==> config.mk <==
export PLATFORM = sky130hd
export DESIGN_NAME = fifo_stream_reader
export DESIGN_NICKNAME = d
export VERILOG_FILES = /design/src/rtl/first_pack.sv /design/src/rtl/fifo_rdr_skid.sv /design/src/rtl/fifo_stream_reader.sv
export SDC_FILE = /design/constraint.sdc
export NUM_CORES = 1
export LEC_CHECK = 0
export ABC_CLOCK_PERIOD_IN_PS = 2550
export CAP_MARGIN = 20
export CORE_MARGIN = 2
export CORE_UTILIZATION = 45
export DETAILED_ROUTE_END_ITERATION = 16
export HOLD_SLACK_MARGIN = 0.03
export PLACE_DENSITY = 0.73
export SETUP_SLACK_MARGIN = 0.4
export SLEW_MARGIN = 30
export SYNTH_ARGS = -nofsm -noshare
export SYNTH_HDL_FRONTEND = slang
export SYNTH_SLANG_ARGS = --single-unit
export TNS_END_PERCENT = 20
==> constraint.sdc <==
create_clock -name clk -period 2.55 [get_ports clk]
set_input_delay 0.255 -clock clk [delete_from_list [all_inputs] [get_ports clk]]
set_output_delay 0.255 -clock clk [all_outputs]
set_load 0.05 [all_outputs]
==> src/rtl/first_pack.sv <==
// Shared FIFO-side definitions: data geometry of the synchronous FIFO and the
// state encoding of the stream reader that drains it.
package first_pack;

  localparam int FIFO_WIDTH = 16;
  localparam int FIFO_DEPTH = 8;

  typedef enum logic [1:0] {
    RDR_IDLE,
    RDR_RUN,
    RDR_DRAIN
  } rdr_state_e;

endpackage

==> src/rtl/fifo_rdr_skid.sv <==
// Two-entry output buffer for the FIFO stream reader. The head word is always
// in e0; a push during a pop refills the slot that the pop frees.
module fifo_rdr_skid
  import first_pack::*;
#(
  parameter int DATA_W = FIFO_WIDTH
) (
  input  logic              clk,
  input  logic              rst_n,
  input  logic              push,
  input  logic              pop,
  input  logic [DATA_W-1:0] din,
  output logic [DATA_W-1:0] dout,
  output logic [1:0]        occ
);

  logic [DATA_W-1:0] e0;
  logic [DATA_W-1:0] e1;

  always_ff @(posedge clk or negedge rst_n) begin
    if (!rst_n) begin
      e0  <= '0;
      e1  <= '0;
      occ <= '0;
    end else begin
      unique case ({push, pop})
        2'b10: begin
          if (occ == 2'd0) e0 <= din;
          else             e1 <= din;
          occ <= occ + 2'd1;
        end
        2'b01: begin
          e0  <= e1;
          occ <= occ - 2'd1;
        end
        2'b11: begin
          // occ stays the same: the incoming word lands behind whatever remains
          if (occ == 2'd1) begin
            e0 <= din;
          end else begin
            e0 <= e1;
            e1 <= din;
          end
        end
        default: ;
      endcase
    end
  end

  assign dout = e0;

endmodule

==> src/rtl/fifo_stream_reader.sv <==
// Drains the synchronous FIFO onto a valid/ready stream with burst framing.
// Optional underflow checking is enabled with macro RDR_UFLOW_CHK_EN.
module fifo_stream_reader
  import first_pack::*;
#(
  parameter int DATA_W    = FIFO_WIDTH,
  parameter int BURST_LEN = 4,
  parameter int CNT_W     = 16
) (
  input  logic              clk,
  input  logic              rst_n,
  input  logic              en,
  input  logic              fifo_empty,
  input  logic [DATA_W-1:0] fifo_data_out,
  input  logic              fifo_underflow,
  output logic              fifo_rd_en,
  output logic              m_valid,
  input  logic              m_ready,
  output logic [DATA_W-1:0] m_data,
  output logic              m_last,
  output logic              busy,
  output logic [CNT_W-1:0]  beat_cnt,
  output logic              err_underflow
);

  localparam int BC_W = (BURST_LEN > 1) ? $clog2(BURST_LEN) : 1;
  localparam logic [BC_W-1:0] BC_LAST = BC_W'(BURST_LEN - 1);

  rdr_state_e      state;
  logic            pending;
  logic [1:0]      occ;
  logic [BC_W-1:0] burst_cnt;
  logic            pop;
  logic            push;
  logic [2:0]      inflight;

  assign pop      = m_valid & m_ready;
  assign inflight = {1'b0, occ} + {2'b00, pending};
  // Credit counts the slot freed by this cycle's pop, so the m_ready path is combinational.
  assign fifo_rd_en = (state == RDR_RUN) & ~fifo_empty & (inflight <= ({2'b00, pop} + 3'd1));

`ifdef RDR_UFLOW_CHK_EN
  assign push = pending & ~fifo_underflow;
`ifndef SYNTHESIS
  a_no_uflow: assert property (@(posedge clk) disable iff (!rst_n) !(pending && fifo_underflow))
    else $warning("read refused by FIFO, word dropped");
`endif
`else
  logic uflow_unused;
  assign push         = pending;
  assign uflow_unused = fifo_underflow;
`endif

  fifo_rdr_skid #(.DATA_W(DATA_W)) u_skid (
    .clk  (clk),
    .rst_n(rst_n),
    .push (push),
    .pop  (pop),
    .din  (fifo_data_out),
    .dout (m_data),
    .occ  (occ)
  );

  always_ff @(posedge clk or negedge rst_n) begin
    if (!rst_n) begin
      state         <= RDR_IDLE;
      pending       <= 1'b0;
      burst_cnt     <= '0;
      beat_cnt      <= '0;
      err_underflow <= 1'b0;
    end else begin
      pending <= fifo_rd_en;
      if (pop) begin
        beat_cnt  <= beat_cnt + CNT_W'(1);
        burst_cnt <= (burst_cnt == BC_LAST) ? '0 : burst_cnt + BC_W'(1);
      end
`ifdef RDR_UFLOW_CHK_EN
      if (pending && fifo_underflow) err_underflow <= 1'b1;
`endif
      unique case (state)
        RDR_IDLE:  if (en) state <= RDR_RUN;
        RDR_RUN:   if (!en) state <= RDR_DRAIN;
        RDR_DRAIN: begin
          if (en) begin
            state <= RDR_RUN;
          end else if (!pending && occ == 2'd0) begin
            state     <= RDR_IDLE;
            burst_cnt <= '0;
          end
        end
        default: state <= RDR_IDLE;
      endcase
    end
  end

  assign m_valid = (occ != 2'd0);
  assign m_last  = m_valid & (burst_cnt == BC_LAST);
  assign busy    = (state != RDR_IDLE) | (occ != 2'd0) | pending;

endmodule

run_1/clock_nets.png
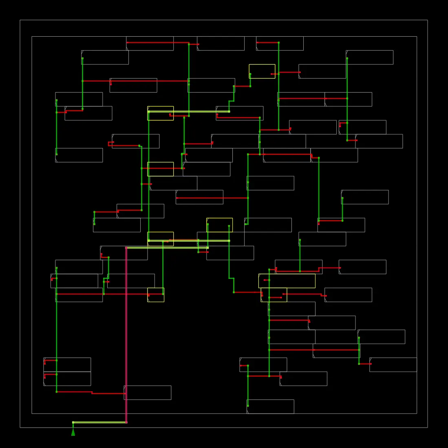
clock sink count: 55
num sequential: 55
Worst-Skew Late Latency: 300 ps
CLK BUF: 6

run_1/m1.png
Supply wires on this layer in grey.
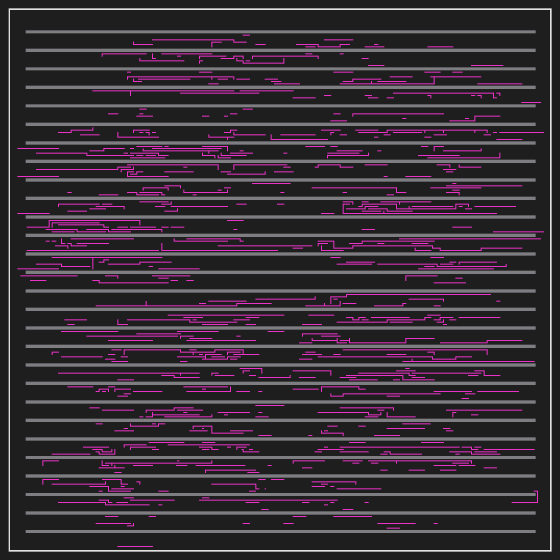
The longest straight run is 22.5 um. The wires run mostly horizontal. 265 nets have wire on it.

==> impl_metrics.csv, run 1 <==
group,metric,value,unit
outcome,status,"completed",
clock_tree,cts_resized,3,
setup_path,regToRegSetupSlack,700,ps
logic_synthesis,ys_seq_share,0.538,
route,drc,0,
route,wl,4780,um
power,p_switching,1.77,mW
place,io_buffers,56,
power,swShare,0.425,
timing,setup_viol,0,
floorplanning,initial_core_util,0.464,
logic_synthesis,ys_types,37,
timing,fin_ws,145,ps
logic_synthesis,yosysMostFrequentCell,"dfrtp_1",
cells_and_area,fillers,460,
timing,relSlewSlack,0.607,
setup_path,cpLargestDelayFamily,"adder cells",
place,postPlaceCellArea,3210,um^2
timing,max_freq,0.416,GHz
logic_synthesis,ys_cells,216,
clock_tree,postCtsSetupRepairBufs,2,
cells_and_area,seq_share,0.408,
cells_and_area,nNonClkBuffers,68,
clock_tree,clkTransAtPathRegs,100,ps
clock_tree,ctsHtreeMaxLevel,2,
cells_and_area,num-multi-input-gates,144,
cells_and_area,clock_area_frac,0.0360,
grt,grtUsageMet3,0.0373,
grt,grtUsageMet1,0.230,
route,dr_wl_met3,193,um
logic_synthesis,yosys_area,2560,um^2
power,internal_power,2.39,mW
logic_synthesis,ys.flop_type,"dfrtp_1",
logic_synthesis,edf_count,0,
logic_synthesis,synth.top_cell.area_share,0.538,
timing,drv_slew,0,
clock_tree,cts_hold_buffers,1,
route,met2_length,2260,um
floorplanning,taps,72,
clock_tree,cts_root_buf,"clkbuf_8",
timing,worst_clock_skew,9.17,ps
route,vias_per_cell,4.89,
timing,period_needed,2400,ps
clock_tree,cts_made_buffers,5,
setup_path,worstPathArrival,2150,ps
route,wl_met1,2290,um
hold_path,hold_class,"register to register",
route,drtIter0Drc,68,
setup_path,r2r_end,"u_skid.dout[0]$_DFFE_PN0P_",
setup_path,cp_max_fo,3,
cells_and_area,area_dominant_class,"flip-flops and latches",
setup_path,path_cells,"inv_2 > ha_4 > nor2b_4 > fa_1 > o31a_1 > a21oi_2 > nor3_4 > buf_6",
setup_path,slowest_delay,440,ps
timing,period_used_share,0.943,
grt,grt.overflow.total,0,
setup_path,cp-end-kind,"output pin",
setup_path,cp.depth,8,
setup_path,crit_type,"register to output pin",
timing,whs,475,ps
route,avgRoutedWirePerCell,13.5,um
cells_and_area,n_antenna_cell,0,
route,ant_nets,0,
cells_and_area,final_cell_mix,"dfrtp_1, clkdlybuf4s50_1, nand2_1, mux2i_1, mux2_2",
setup_path,slowest_stage,"fa_1",
grt,grt_pass1_wl,8340,um
logic_synthesis,async_flop_share,1.00,
timing,hold_viol,0,
setup_path,crit_path_end,"fifo_rd_en",
cells_and_area,drive_above_1_share,0.170,
hold_path,min_path_cells,1,
grt,grt-busiest-layer,"met2",
setup_path,worst_ep_required_time,2300,ps
cells_and_area,final_util,0.612,
setup_path,crit_buf_inv,2,
timing,worstMarginPinSlew,590,ps
floorplanning,chip_area,6300,um^2
grt,grt_antenna_before_repair,0,
clock_tree,cts_buffer_depth,2,
floorplanning,rows,27,
run,warnings,33,
cells_and_area,nets,312,
logic_synthesis,topCellsByArea,"dfrtp_1, mux2_2, mux2i_1, ha_1, nand2_1",
logic_synthesis,synthTopCellsByCount,"dfrtp_1, nand2_1, mux2i_1",
place,dp_worst_setup_slack,192,ps
power,sequentialPowerShare,0.344,
route,drtPass1Iterations,4,
cells_and_area,buffer_area_frac,0.192,
hold_path,holdPathEnd,"beat_cnt[15]$_DFFE_PN0P_",
power,power.share.clock,0.146,
cells_and_area,combGateArea,1110,um^2
setup_path,rr_startpoint,"u_skid.occ[0]$_DFFE_PN0P_",
cells_and_area,seqCellArea,1380,um^2
place,dp_cells,342,
floorplanning,ios,59,
logic_synthesis,fp_nets,247,
power,leakage,1.55,nW
setup_path,crit_path_start_kind,"register",
place,gp_congestion,0.787,
logic_synthesis,synth_area,2560,um^2
clock_tree,cts_tree,"built",
setup_path,rr_worst_depth,8,
cells_and_area,fin_area,3370,um^2
logic_synthesis,synth-seq-cells,55,
grt,use_met2,0.274,
timing,rsz0062_at_grt,"true",
logic_synthesis,syn_avg_cell_area,11.8,um^2
run,drv_cap,0,
run_1/floorplan.png
Pins as bars on the die edge.
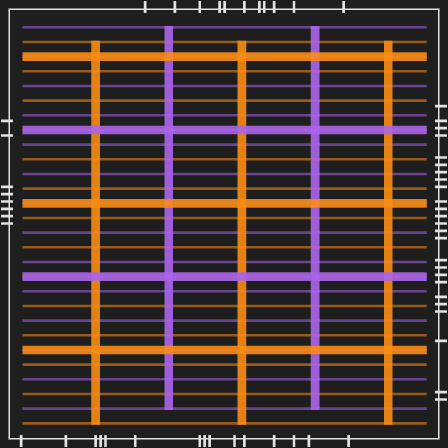
Orange marks VSS. Purple marks VDD.
5 straps on met5. 59 signal pins sit on the boundary. 28 met1 rails follow the rows. 5 straps on met4. The core has 27 rows.
area of the core: 5510 um^2
VDD IR-drop max: 0.813 mV
die width: 79.4 um

run_1/gates.png
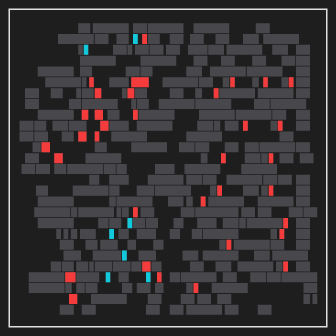
Cyan marks inv cells, cells 7, most used inv_1. Red marks nand cells, cells 34, most used nand2_1, where spread over the die.
Comb area share: 0.329
most numerous logic cell after layout: dfrtp_1
Final Non-Filler Cells: 354

-- run 1: power groups by stage --
stage / logic (mW) / registers (mW) / clock network, mW
after global routing: 2.29 / 1.48 / 0.669
after detailed placement: 2.09 / 1.45 / 0
after global placement: 2.04 / 1.43 / 0
after floorplan: 0.969 / 1.97 / 0
final: 2.13 / 1.43 / 0.606
after CTS: 2.14 / 1.43 / 0.637
-- run 1: cell families (layout without fill, tap and decap cells) --
kind of cell               after synthesis  count (layout)  share of synthesized area
other                                    1               1                    0.00147
adders and majority gates                9               9                     0.0470
and+or+nand+nor                         57              57                      0.116
AOI/OAI and AO/OA                       26              26                     0.0553
buffers and inverters                   17              83                     0.0416
DFF                                     55              55                      0.538
xor gates and xnor gates                16              16                     0.0548
muxes                                   35              35                      0.145
==> inputs of run 2 (changes only) <==
--- a/config.mk
+++ b/config.mk
@@ -13,7 +13,7 @@
 export HOLD_SLACK_MARGIN = 0.03
 export PLACE_DENSITY = 0.73
 export SETUP_SLACK_MARGIN = 0.4
-export SLEW_MARGIN = 30
+export SLEW_MARGIN = 20
 export SYNTH_ARGS = -nofsm -noshare
 export SYNTH_HDL_FRONTEND = slang
 export SYNTH_SLANG_ARGS = --single-unit
run_2/floorplan.png
Pins as bars on the die edge.
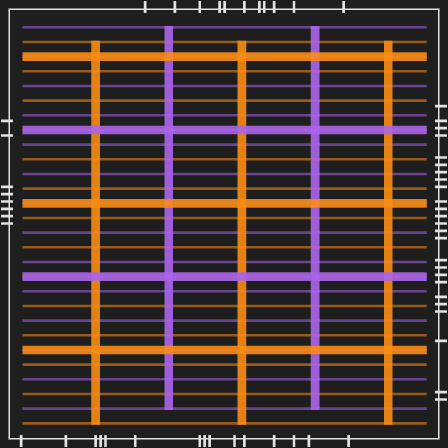
Purple marks VDD. Orange marks VSS.
28 met1 rails follow the rows. 59 signal pins sit on the boundary. The core has 27 rows.

run_2/clock_nets.png
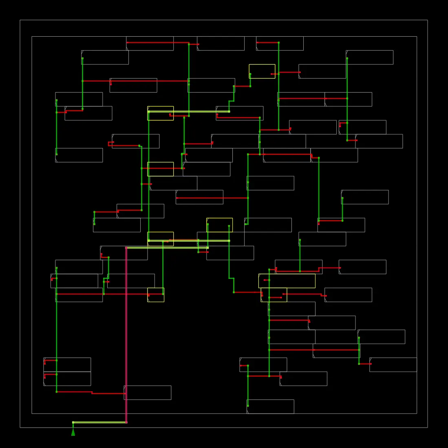
P_clk: 0.606 mW
CTS Buf Count: 5
final setup skew: 9.17 ps

==> run 2 against run 1 <==
  * Synthesized cell count stayed put
  * First-iteration DRC count unchanged
  * Total power unchanged
  * Sequential power about the same
  * Flip-flop count is the same
  * Worst setup slack stayed put
  * Worst hold slack stayed put
  * Synthesized area did not move
  * Routed wire length did not move
  * Register-to-register slack barely moved
  * Clock skew is the same
  * Combinational power hardly changed
  * Critical path type unchanged
  * Highest routed layer unchanged
==> impl_metrics.csv, run 2 <==
group,metric,value,unit
floorplanning,fp.coreArea,5510,um^2
clock_tree,cts_buffer_depth,2,
setup_path,crit_path_start_kind,"register",
logic_synthesis,ys_seq_share,0.538,
timing,drv_slew,0,
floorplanning,initial_core_util,0.464,
cells_and_area,fillers,460,
logic_synthesis,synth_area,2560,um^2
power,leakage,1.55,nW
setup_path,worstPathArrival,2150,ps
logic_synthesis,yosys_area,2560,um^2
route,met2_length,2260,um
setup_path,r2r_end,"u_skid.dout[0]$_DFFE_PN0P_",
run,warnings,33,
grt,grtUsageMet3,0.0373,
floorplanning,rows,27,
logic_synthesis,simple_gate_area_frac,0.116,
cells_and_area,drive_above_1_share,0.170,
power,power.share.clock,0.146,
run,drv_cap,0,
timing,hold_viol,0,
cells_and_area,fin_area,3370,um^2
setup_path,worst_ep_required_time,2300,ps
timing,period_needed,2400,ps
grt,grt.overflow.total,0,
route,wl_met1,2290,um
logic_synthesis,synthTopCellsByCount,"dfrtp_1, nand2_1, mux2i_1",
timing,rsz0062_at_grt,"true",
logic_synthesis,ys_sh_adder,0.0470,
hold_path,holdPathEnd,"beat_cnt[15]$_DFFE_PN0P_",
place,dp_worst_setup_slack,192,ps
route,wl,4780,um
route,avgRoutedWirePerCell,13.5,um
setup_path,slowest_stage,"fa_1",
place,postPlaceCellArea,3210,um^2
logic_synthesis,xor_share,0.0548,
logic_synthesis,top_logic_kind,"multiplexers",
floorplanning,chip_area,6300,um^2
setup_path,crit_path_end,"fifo_rd_en",
setup_path,slowest_delay,440,ps
logic_synthesis,synth.top_cell.area_share,0.538,
route,drtIter0Drc,68,
logic_synthesis,ys_types,37,
hold_path,hold_class,"register to register",
logic_synthesis,fp_nets,247,
timing,whs,475,ps
logic_synthesis,yosysMostFrequentCell,"dfrtp_1",
setup_path,rr_startpoint,"u_skid.occ[0]$_DFFE_PN0P_",
clock_tree,cts_sinks,55,
grt,grt_antenna_before_repair,0,
place,io_buffers,56,
logic_synthesis,synth-seq-cells,55,
timing,relSlewSlack,0.607,
setup_path,cp_max_fo,3,
logic_synthesis,ys_sh_mux,0.145,
power,swShare,0.425,
cells_and_area,n_antenna_cell,0,
grt,grt-busiest-layer,"met2",
floorplanning,chipWidth,79.4,um
power,seq_power,1.43,mW
power,sequentialPowerShare,0.344,
cells_and_area,lay_top_count,"dfrtp_1",
timing,max_freq,0.416,GHz
hold_path,min_path_cells,1,
timing,fin_ws,145,ps
logic_synthesis,syn_avg_cell_area,11.8,um^2
cells_and_area,final_cell_mix,"dfrtp_1, clkdlybuf4s50_1, nand2_1, mux2i_1, mux2_2",
route,drc,0,
place,gp_congestion,0.787,
clock_tree,ctsHtreeMaxLevel,2,
setup_path,regToRegSetupSlack,700,ps
setup_path,crit_type,"register to output pin",
setup_path,path_cells,"inv_2 > ha_4 > nor2b_4 > fa_1 > o31a_1 > a21oi_2 > nor3_4 > buf_6",
route,drtPass1Iterations,4,
logic_synthesis,yosys.area_share.aoi,0.0553,
floorplanning,ios,59,
logic_synthesis,edf_count,0,
grt,use_met2,0.274,
route,ant_nets,0,
power,ir_worst_vdd,0.813,mV
logic_synthesis,ys.flop_type,"dfrtp_1",
setup_path,cp-end-kind,"output pin",
logic_synthesis,async_flop_share,1.00,
outcome,status,"completed",
clock_tree,clkTransAtPathRegs,100,ps
run_2/gates.png
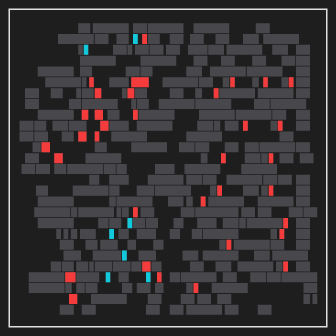
Cyan marks inv cells, cells 7, most used inv_1. Red marks nand cells, cells 34, most used nand2_1, where spread over the die.

[run 2: critical path, delay by kind of cell (launching register included)]
kind,cells,cell delay (ps)
fa+ha+maj,2,620
compound gates,2,410
flops,1,410
buf+inv,2,230
simple gates,2,190
[run 2: final cells by class]
class	count	area, um^2	share of cell area
Clock buffer	6	82.6	0.0245
Clock inverter	2	38.8	0.0115
Inverter	7	26.3	0.00779
Multi-Input combinational cell	144	1110	0.329
Sequential cell	55	1380	0.408
Tap cell	72	90.1	0.0267
Timing Repair Buffer	68	648	0.192
[run 2: what timing repair did]
item | CTS | global route
setup buffers | 2 | 1
gates resized | 3 | 0
gates cloned | 0 | 0
hold endpoints to repair | 24 | 0
setup endpoints to repair | 4 | 4
pin swaps | 0 | 0
hold buffers | 1 | 0
run_2/ff_map.png
Other sequential cells in the stronger grey, the rest of the logic in the fainter grey.
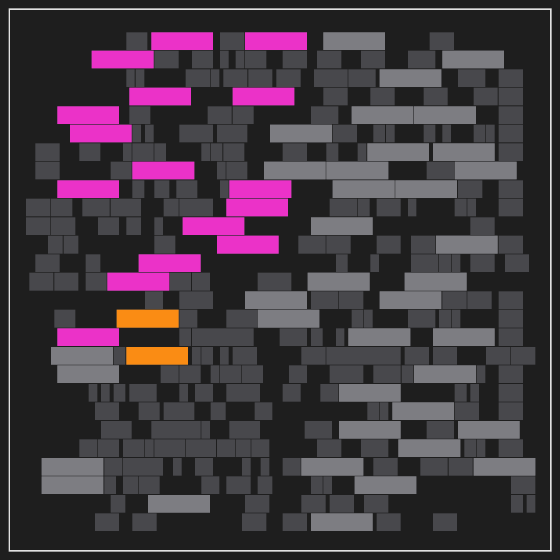

==> inputs of run 3 (changes only) <==
--- a/config.mk
+++ b/config.mk
@@ -10,8 +10,8 @@
 export CORE_MARGIN = 2
 export CORE_UTILIZATION = 45
 export DETAILED_ROUTE_END_ITERATION = 16
+export DONT_BUFFER_PORTS = 1
 export HOLD_SLACK_MARGIN = 0.03
-export PLACE_DENSITY = 0.73
 export SETUP_SLACK_MARGIN = 0.4
 export SLEW_MARGIN = 20
 export SYNTH_ARGS = -nofsm -noshare
run_3/ff_map.png
Other sequential cells in the stronger grey, the rest of the logic in the fainter grey.
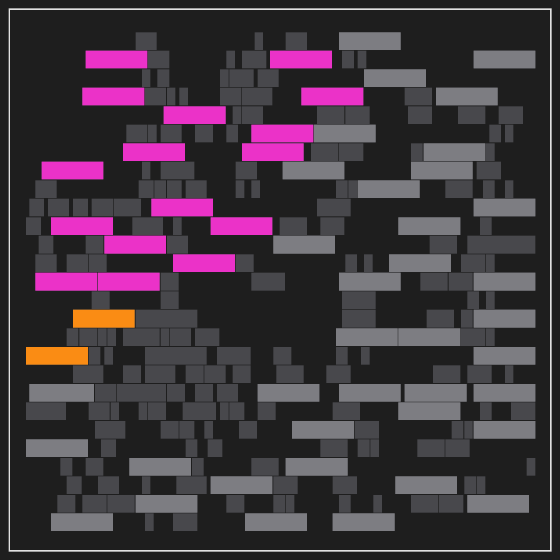
Orange marks `u_skid.occ`, placed flops 2. Magenta marks `beat_cnt`, placed flops 16.
Reg area: 1380 um^2
Seq group: 1.92 mW
post-layout utilization of the core: 0.524
register share of the cell area: 0.477

run_3/gates.png
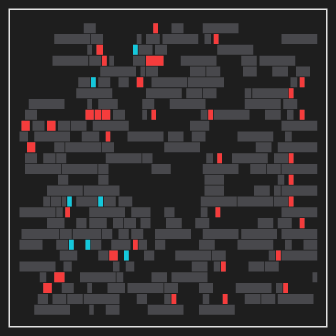
Red marks nand cells, cells 34, most used nand2_1, where spread over the die. Cyan marks inv cells, cells 7, most used inv_1.

==> run 3 against run 2 <==
  * Sequential share of layout area up 6.9 points
  * Critical path depth down 1
  * Worst setup slack worse by 64 ps
  * Largest power group is now registers
==> impl_metrics.csv, run 3 <==
group,metric,value,unit
clock_tree,cts_buffer_depth,2,
logic_synthesis,async_flop_share,1.00,
logic_synthesis,ys.warnings.count,1,
clock_tree,cts_root_buf,"clkbuf_8",
grt,grt_antenna_before_repair,0,
grt,grtUsageMet3,0.0486,
run,drv_cap,0,
logic_synthesis,syn_avg_cell_area,11.8,um^2
power,p_comb,1.35,mW
logic_synthesis,synth.top_cell.area_share,0.538,
cells_and_area,fillers,505,
setup_path,worst_ep_required_time,2300,ps
cells_and_area,lay_top_count,"dfrtp_1",
place,dp_cells,288,
power,pg_clk,0.503,mW
clock_tree,ctsHtreeMaxLevel,2,
logic_synthesis,ys_types,37,
logic_synthesis,yosysMostFrequentCell,"dfrtp_1",
run,warnings,33,
grt,grtUsageMet1,0.188,
clock_tree,clkTransAtPathRegs,90,ps
logic_synthesis,ys.flop_type,"dfrtp_1",
cells_and_area,n_antenna_cell,0,
logic_synthesis,xor_share,0.0548,
logic_synthesis,simple_gate_area_frac,0.116,
timing,setup_viol,0,
cells_and_area,drive_above_1_share,0.241,
grt,grtUsageTotal,0.157,
power,p_switching,1.73,mW
cells_and_area,fin_area,2890,um^2
route,dr_wl_met3,229,um
power,leakage,1.35,nW
grt,grt-busiest-layer,"met2",
grt,grt_max_degree,56,
logic_synthesis,fp_nets,247,
setup_path,worstPathArrival,2210,ps
clock_tree,cts_sinks,55,
floorplanning,ios,59,
setup_path,crit_path_start_kind,"register",
timing,drv_slew,0,
logic_synthesis,ys_sh_mux,0.145,
timing,whs,72.2,ps
floorplanning,die_h,79.4,um
clock_tree,clkLatencyLatePin,300,ps
cells_and_area,final_cell_mix,"dfrtp_1, nand2_1, mux2i_1, mux2_2, buf_4",
setup_path,regToRegSetupSlack,470,ps
timing,tns,0,ps
timing,hold_viol,0,
place,dp_worst_setup_slack,294,ps
logic_synthesis,synth_area,2560,um^2
logic_synthesis,yosys.area_share.aoi,0.0553,
route,drc,0,
clock_tree,cts_made_buffers,5,
logic_synthesis,yosys_area,2560,um^2
outcome,status,"completed",
cells_and_area,nets,262,
floorplanning,rows,27,
cells_and_area,combGateArea,1130,um^2
grt,grt.overflow.total,0,
floorplanning,initial_core_util,0.464,
setup_path,slowest_stage,"fa_1",
timing,max_freq,0.405,GHz
route,wl,4470,um
power,swShare,0.459,
power,ir_worst_vdd,0.638,mV
setup_path,cp_max_fo,3,
timing,period_used_share,0.968,
route,avgRoutedWirePerCell,14.7,um
route,drtPass1Iterations,4,
place,gp_congestion,0.779,
logic_synthesis,edf_count,0,
timing,fin_ws,81.2,ps
route,ant_nets,0,
timing,relSlewSlack,0.588,
clock_tree,cts_hold_buffers,3,
route,drtIter0Drc,37,
setup_path,path_cells,"inv_2 > ha_4 > nor2b_4 > fa_1 > o31a_1 > a21oi_2 > nor3_4",
setup_path,crit_type,"register to output pin",
logic_synthesis,synthTopCellsByCount,"dfrtp_1, nand2_1, mux2i_1",
setup_path,cpLargestDelayFamily,"adder cells",
route,wl_met1,1930,um
place,io_buffers,0,
floorplanning,fp.coreArea,5510,um^2
timing,period_needed,2470,ps
timing,worst_clock_skew,5.39,ps
power,p_per_area,1310,nW/um^2
setup_path,slowest_delay,520,ps
hold_path,hold_class,"input port to register",
floorplanning,chip_area,6300,um^2
clock_tree,postCtsSetupRepairBufs,5,
setup_path,crit_buf_inv,1,
place,postPlaceCellArea,2670,um^2
power,sequentialPowerShare,0.508,
setup_path,cp-end-kind,"output pin",
floorplanning,chipWidth,79.4,um
grt,use_met2,0.271,
clock_tree,cts_resized,1,
logic_synthesis,synth-seq-cells,55,
timing,rsz0062_at_grt,"true",
logic_synthesis,ys_seq_share,0.538,
route,vias,1584,
logic_synthesis,top_logic_kind,"multiplexers",
route,met2_length,2280,um
logic_synthesis,ys_sh_adder,0.0470,
power,power.share.clock,0.134,
run_3/floorplan.png
Pins as bars on the die edge.
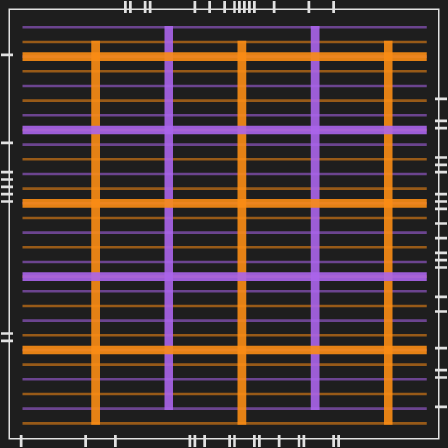
Purple marks VDD. Orange marks VSS.
The core has 27 rows. 5 straps on met5.

==> run 3: path summary, 6_finish.rpt <==
kind                                            from                    endpoint  depth (start not counted)
max in group asynchronous                      rst_n           pending$_DFF_PN0_                          2
min in group asynchronous                      rst_n  u_skid.dout[9]$_DFFE_PN0P_                          2
min                                       fifo_empty           pending$_DFF_PN0_                          1
min reg2reg                 u_skid.e1[0]$_DFFE_PN0P_    u_skid.e1[0]$_DFFE_PN0P_                          1
max reg2reg                u_skid.occ[1]$_DFFE_PN0P_           pending$_DFF_PN0_                          7
max                        u_skid.occ[1]$_DFFE_PN0P_                  fifo_rd_en                          7
==> run 3: layout make-up <==
cell class,count,area share
sequential,55,0.477
multi-input combinational,144,0.392
timing repair buffer,18,0.0555
tap,72,0.0312
clock buffer,6,0.0286
inverter,7,0.00911
clock inverter,2,0.00564
Power and IR drop assume default switching activity.
